metal_stack.png
Two of the layers only.
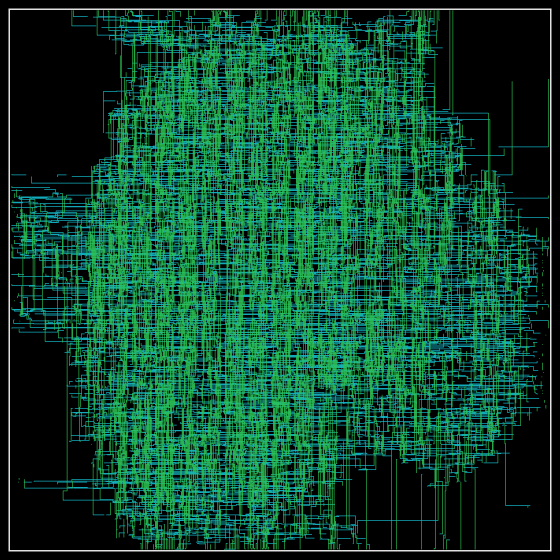
registers.png
Scale bar: 100 µm. Other sequential cells in the stronger grey, the rest of the logic in the fainter grey.
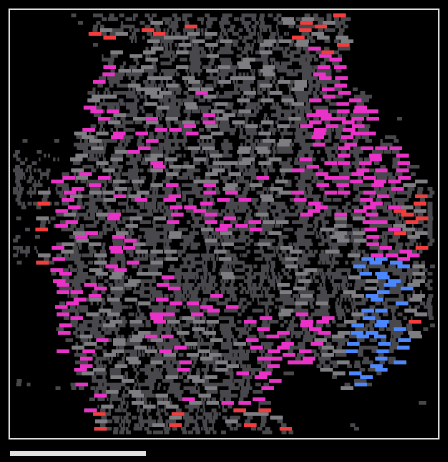
gate_families.png
Scale bar: 100 µm.
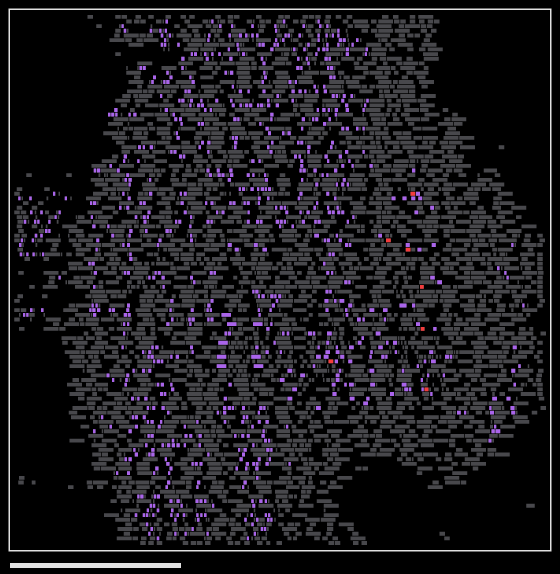
pins.png
Pins as bars across the die edge, other pins in grey.
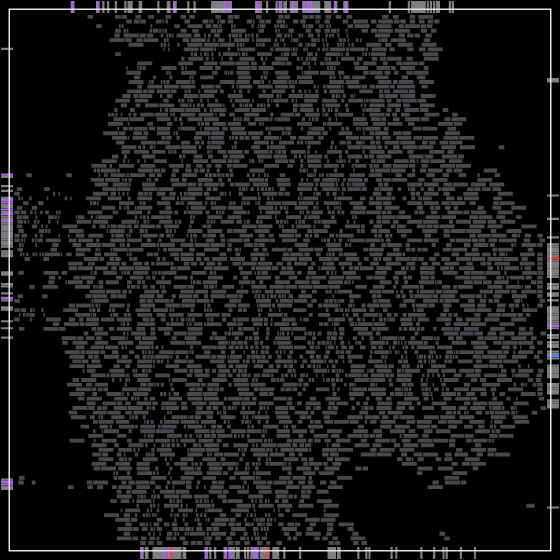
===== config.mk =====
export PLATFORM = sky130hd
export DESIGN_NAME = rob
export DESIGN_NICKNAME = d
export VERILOG_FILES = /design/src/rtl/rob.sv
export SDC_FILE = /design/constraint.sdc
export NUM_CORES = 2
export LEC_CHECK = 0
export CORE_MARGIN = 2
export CORE_UTILIZATION = 40
export DETAILED_ROUTE_END_ITERATION = 7
export GPL_ROUTABILITY_DRIVEN = 0
export MAX_ROUTING_LAYER = met4
export PLACE_DENSITY = 0.61
export SYNTH_ARGS = -nofsm -noshare
export SYNTH_HDL_FRONTEND = slang
export SYNTH_SLANG_ARGS = --single-unit

===== constraint.sdc =====
create_clock -name clk_in -period 4.6 [get_ports clk_in]
set_clock_uncertainty 0.2 [all_clocks]
set_input_delay 0.92 -clock clk_in [delete_from_list [all_inputs] [get_ports clk_in]]
set_output_delay 0.92 -clock clk_in [all_outputs]
set_load 0.02 [all_outputs]

===== src/rtl/rob.sv =====
// Reorder buffer: allocates rob ids in program order, collects ALU/LSB completion
// broadcasts, answers operand queries and retires in order, flushing on mispredict.
module rob #(
  parameter int ROB_WIDTH = 3
) (
  input  logic                 clk_in,
  input  logic                 rst_in,
  input  logic                 rdy_in,
  output logic                 rob_full,
  output logic                 rob_empty,
  output logic [ROB_WIDTH-1:0] alloc_id,
  input  logic                 dec_ready,
  input  logic [1:0]           dec_kind,
  input  logic [4:0]           dec_rd,
  input  logic [31:0]          dec_pred_pc,
  input  logic [ROB_WIDTH-1:0] qry_j_id,
  input  logic [ROB_WIDTH-1:0] qry_k_id,
  output logic                 qry_j_ready,
  output logic                 qry_k_ready,
  output logic [31:0]          qry_j_value,
  output logic [31:0]          qry_k_value,
  input  logic                 rs_ready,
  input  logic [ROB_WIDTH-1:0] rs_rob_id,
  input  logic [31:0]          rs_value,
  input  logic                 lsb_ready,
  input  logic [ROB_WIDTH-1:0] lsb_rob_id,
  input  logic [31:0]          lsb_value,
  output logic                 commit_valid,
  output logic [ROB_WIDTH-1:0] commit_rob_id,
  output logic [4:0]           commit_rd,
  output logic [31:0]          commit_value,
  output logic                 store_commit,
  output logic                 clear,
  output logic [31:0]          clear_pc
);

  localparam int ROB_SIZE = 1 << ROB_WIDTH;
  localparam logic [ROB_WIDTH-1:0] PTR_ONE  = 1;
  localparam logic [ROB_WIDTH:0]   CNT_ONE  = 1;
  localparam logic [ROB_WIDTH:0]   CNT_FULL = (ROB_WIDTH+1)'(ROB_SIZE);

  localparam logic [1:0] KIND_REG    = 2'd0;
  localparam logic [1:0] KIND_BRANCH = 2'd1;
  localparam logic [1:0] KIND_STORE  = 2'd2;

  logic        e_busy  [ROB_SIZE];
  logic        e_ready [ROB_SIZE];
  logic [1:0]  e_kind  [ROB_SIZE];
  logic [4:0]  e_rd    [ROB_SIZE];
  logic [31:0] e_value [ROB_SIZE];
  logic [31:0] e_pred  [ROB_SIZE];

  logic [ROB_WIDTH-1:0] head;
  logic [ROB_WIDTH-1:0] tail;
  logic [ROB_WIDTH:0]   count;

  logic head_commit;
  logic mispredict;
  logic do_alloc;

  // Handshakes: dec_ready is a one-cycle request taken only when !rob_full, no flush
  // is in progress and rdy_in is high; broadcasts are one-cycle valid strobes with
  // no backpressure; commit/store_commit/clear are one-cycle pulses.
  assign rob_full  = (count == CNT_FULL);
  assign rob_empty = (count == '0);
  assign alloc_id  = tail;

  always_comb begin
    head_commit = e_busy[head] && e_ready[head];
    mispredict  = head_commit && (e_kind[head] == KIND_BRANCH) &&
                  (e_value[head] != e_pred[head]);
    // Drop allocation both on the mispredict edge and while the flush pulse is out.
    do_alloc    = dec_ready && !rob_full && !clear && !mispredict;
  end

  // Broadcasts bypass storage so a dependent issued this cycle sees the value.
  always_comb begin
    qry_j_ready = e_busy[qry_j_id] && e_ready[qry_j_id];
    qry_j_value = e_value[qry_j_id];
    if (rs_ready && (rs_rob_id == qry_j_id)) begin
      qry_j_ready = 1'b1;
      qry_j_value = rs_value;
    end
    if (lsb_ready && (lsb_rob_id == qry_j_id)) begin
      qry_j_ready = 1'b1;
      qry_j_value = lsb_value;
    end
  end

  always_comb begin
    qry_k_ready = e_busy[qry_k_id] && e_ready[qry_k_id];
    qry_k_value = e_value[qry_k_id];
    if (rs_ready && (rs_rob_id == qry_k_id)) begin
      qry_k_ready = 1'b1;
      qry_k_value = rs_value;
    end
    if (lsb_ready && (lsb_rob_id == qry_k_id)) begin
      qry_k_ready = 1'b1;
      qry_k_value = lsb_value;
    end
  end

  always_ff @(posedge clk_in or negedge rst_in) begin
    if (!rst_in) begin
      for (int i = 0; i < ROB_SIZE; i++) begin
        e_busy[i]  <= 1'b0;
        e_ready[i] <= 1'b0;
        e_kind[i]  <= '0;
        e_rd[i]    <= '0;
        e_value[i] <= '0;
        e_pred[i]  <= '0;
      end
      head          <= '0;
      tail          <= '0;
      count         <= '0;
      commit_valid  <= 1'b0;
      commit_rob_id <= '0;
      commit_rd     <= '0;
      commit_value  <= '0;
      store_commit  <= 1'b0;
      clear         <= 1'b0;
      clear_pc      <= '0;
    end else if (!rdy_in) begin
      commit_valid <= 1'b0;
      store_commit <= 1'b0;
      clear        <= 1'b0;
    end else begin
      commit_valid <= head_commit;
      store_commit <= head_commit && (e_kind[head] == KIND_STORE);
      clear        <= mispredict;
      if (head_commit) begin
        commit_rob_id <= head;
        commit_rd     <= (e_kind[head] == KIND_REG) ? e_rd[head] : 5'd0;
        commit_value  <= e_value[head];
      end
      if (mispredict) clear_pc <= e_value[head];

      if (do_alloc) begin
        e_busy[tail]  <= 1'b1;
        e_ready[tail] <= 1'b0;
        e_kind[tail]  <= dec_kind;
        e_rd[tail]    <= dec_rd;
        e_pred[tail]  <= dec_pred_pc;
        tail          <= tail + PTR_ONE;
      end

      // lsb is written last so it wins a same-id collision with rs.
      if (rs_ready && e_busy[rs_rob_id] && !e_ready[rs_rob_id]) begin
        e_value[rs_rob_id] <= rs_value;
        e_ready[rs_rob_id] <= 1'b1;
      end
      if (lsb_ready && e_busy[lsb_rob_id] && !e_ready[lsb_rob_id]) begin
        e_value[lsb_rob_id] <= lsb_value;
        e_ready[lsb_rob_id] <= 1'b1;
      end

      if (head_commit) begin
        e_busy[head]  <= 1'b0;
        e_ready[head] <= 1'b0;
        head          <= head + PTR_ONE;
      end

      if (mispredict) begin
        for (int i = 0; i < ROB_SIZE; i++) begin
          e_busy[i]  <= 1'b0;
          e_ready[i] <= 1'b0;
        end
        head  <= '0;
        tail  <= '0;
        count <= '0;
      end else if (do_alloc && !head_commit) begin
        count <= count + CNT_ONE;
      end else if (head_commit && !do_alloc) begin
        count <= count - CNT_ONE;
      end
    end
  end

endmodule


==> qor_table.md <==
| Result | This run |
|:---|:---|
| Run status | complete, no violations |
| Worst reg2reg path depth | 12 |
| Family of cells with the greatest summed delay on the critical path | buffers and inverters |
| Register-to-register setup slack | 0.12 ns |
| Clock input transition at the sequential cells of the worst setup and hold paths | 0.06 ns |
| Layout Utilization | 48.5% |
| Number of enable-type register cells in the synthesized netlist | 0 |
| Number of sequential cells | 669 |
| Clock root buffer | sky130_fd_sc_hd__clkbuf_16 |
| Max rail drop VDD | 0.000336 V |
| CTS Buf Count | 75 |
| Max Buffers Root-to-Sink | 3 |
| Tightest hold margin | 0.0899 ns |
| Count of max-cap constraint violations | 0 |
| Simple share | 6.53% |
| Total congestion overflow after global routing | 0 |
| Antenna violation net count after detailed routing | 0 |
| Site row count | 114 |
| Num ports | 267 |
| Worst setup SP type | input port |
| Via count of the first global-routing pass | 30800 |
| Biggest area consumer among cell classes | multi-input combinational cells |
| Filler cells | 8779 |
| Area of the core | 0.0964 mm² |
| Crit path DAT | 3.40 ns |
| Final period utilization | 98.3% |
| Main logic family | multiplexers |
| Multi-input combinational cell count | 2335 |
| Total inserted antenna cells | 11 |
| Mean Syn Cell Area | 11.5 µm² |
| CP endpoint kind | output port |
| Skew-Pair Late Insertion Delay | 0.66 ns |
| Worst r2r dst | e_rd[29] |
| Signal buffers | 488 |
| Multiplexer area fraction after synthesis | 29.8% |
| RSZ-0062 raised after global routing | no |
| Post-synth top area cell | sky130_fd_sc_hd__dfrtp_1 |
| Final critical-path setup slack | 0.0761 ns |
| Place WS | -0.305 ns |
| Share of synthesized area occupied by flip-flops and latches | 43.2% |
| Maximum fanout count along the critical path | 33 |
| HPWL after detailed placement | 97900 µm |
| Ys cells | 3374 |
| Final net count | 3721 |
| Placed insts | 4793 |
| Compound-gate portion of the synthesized area | 11.6% |
| Max incr delay on CP | 0.59 ns |
| Tapcells inserted | 1276 |
| Post-layout power | 0.0343 W |
| Peak clock frequency supported by timing | 221 MHz |
| Tool warnings | 26 |
| Data required time at the worst endpoint | 3.48 ns |
| Post-layout min period | 4.52 ns |
| First DRT Iteration DRCs | 3555 |
| Number of clock-tree buffers in the layout | 102 |
| Pin count of the biggest net entering global routing | 89 |
| Fp_density | 40.2% |
| Fraction of area in registers | 35.8% |
| Most popular library cell in the synthesized design by count | sky130_fd_sc_hd__dfrtp_1 |
| Count of non-CTS inverters in the layout | 26 |
| Combinational gate area | 0.0206 mm² |
| Post-synth area from yosys stat | 0.0388 mm² |
| Slew headroom | 31.0% |
| Synth cell count leaders | sky130_fd_sc_hd__dfrtp_1, sky130_fd_sc_hd__a21oi_1, sky130_fd_sc_hd__nor2_1, sky130_fd_sc_hd__o22ai_1, sky130_fd_sc_hd__mux4_2 |
| CTS sink cnt | 669 |
| FA/HA/MAJ Cells, Area Fraction | 0.181% |
| Yosys warnings | 0 |
| Cell area after synthesis | 0.0388 mm² |
| #FFs+latches synth | 669 |
| Footprint of the flip-flops and latches | 0.0168 mm² |
## Picture notes: metal_stack.png
- met2: green (wire length 66.6 mm)
- met1: cyan (wire length 57.6 mm)
via count of the routed design: 31100
Total Wirelength: 147000 µm
Tot GR Track Use: 30.4%

## Picture notes: registers.png
- e_pred: magenta (flops 256)
- commit_value: red (flops 32; where all over the die)
- e_rd: blue (flops 40; where south-east)
- not coloured: 341

## Picture notes: gate_families.png
- inverting AOI/OAI gates: purple (cells 776; most used o22ai_1)
- AND-OR and OR-AND gates: red (cells 7; most used a21o_1; where east)
logic share of the area: 43.9%
leading cell type in the layout, fill and taps excluded: sky130_fd_sc_hd__dfrtp_1
number of non-filler instances in the completed layout: 4942

## Picture notes: pins.png
- qry_j_id: red (pins 3; direction input; edge 2 south, 1 east)
- commit_valid: blue (pins 1; direction output; edge east)
- rs_value: purple (pins 32; direction input; edge 14 north, 9 west, 8 south, 1 east)
DIE HEIGHT: 315 µm
PortBufs: 266
die boundary width: 315 µm

-- worst max-delay path by stage --
| stage | start | end | slack [ns] | cells past startpoint |
|---|---|---|---|---|
| after detailed placement | rs_rob_id[0] | qry_k_value[31] | -0.30 | 9 |
| after global placement | rs_rob_id[0] | qry_k_value[31] | -0.33 | 9 |
| after CTS | rs_rob_id[0] | qry_k_value[31] | 0.07 | 9 |
| after global routing | rs_rob_id[0] | qry_k_value[31] | 0.03 | 10 |
| after floorplan | qry_k_id[0] | qry_k_value[16] | 0.17 | 8 |
| final | rs_rob_id[0] | qry_k_value[31] | 0.08 | 10 |
-- timing repair --
action                                 in CTS  in global routing
hold buffers                                0                  0
pin swaps                                   1                  1
buffers inserted                            0                  1
endpoints found under the hold margin       0                  0
resized                                     6                  2
setup endpoints to repair                  24                 28
-- registers in the layout, indices dropped and copies added, names as in the netlist --
name           count
head               3
e_busy             8
e_ready            8
alloc_id           3
e_pred           256
clear_pc          32
commit_value      32
clear              1
commit_valid       1
commit_rd          5
count              4
e_value          256
commit_rob_id      3
store_commit       1
e_kind            16
e_rd              40
-- per-layer routing --
layer | GRT usage (%) | wire, µm
met5 | - | 0
met3 | 7.84 | 15500
met4 | 13.1 | 7440
met1 | 39.1 | 57600
met2 | 45.4 | 66600
-- power by group --
| part | internal, W | leakage, nW | total, W | switching [W] |
|---|---|---|---|---|
| clock network | 0.00393 | 1.31 | 0.00659 | 0.00266 |
| logic | 0.00842 | 10.3 | 0.0162 | 0.00781 |
| registers | 0.00863 | 8.27 | 0.0115 | 0.00283 |
| total | 0.0210 | 19.9 | 0.0343 | 0.0133 |
No activity file was given, so power comes from the tool's default toggle rates.
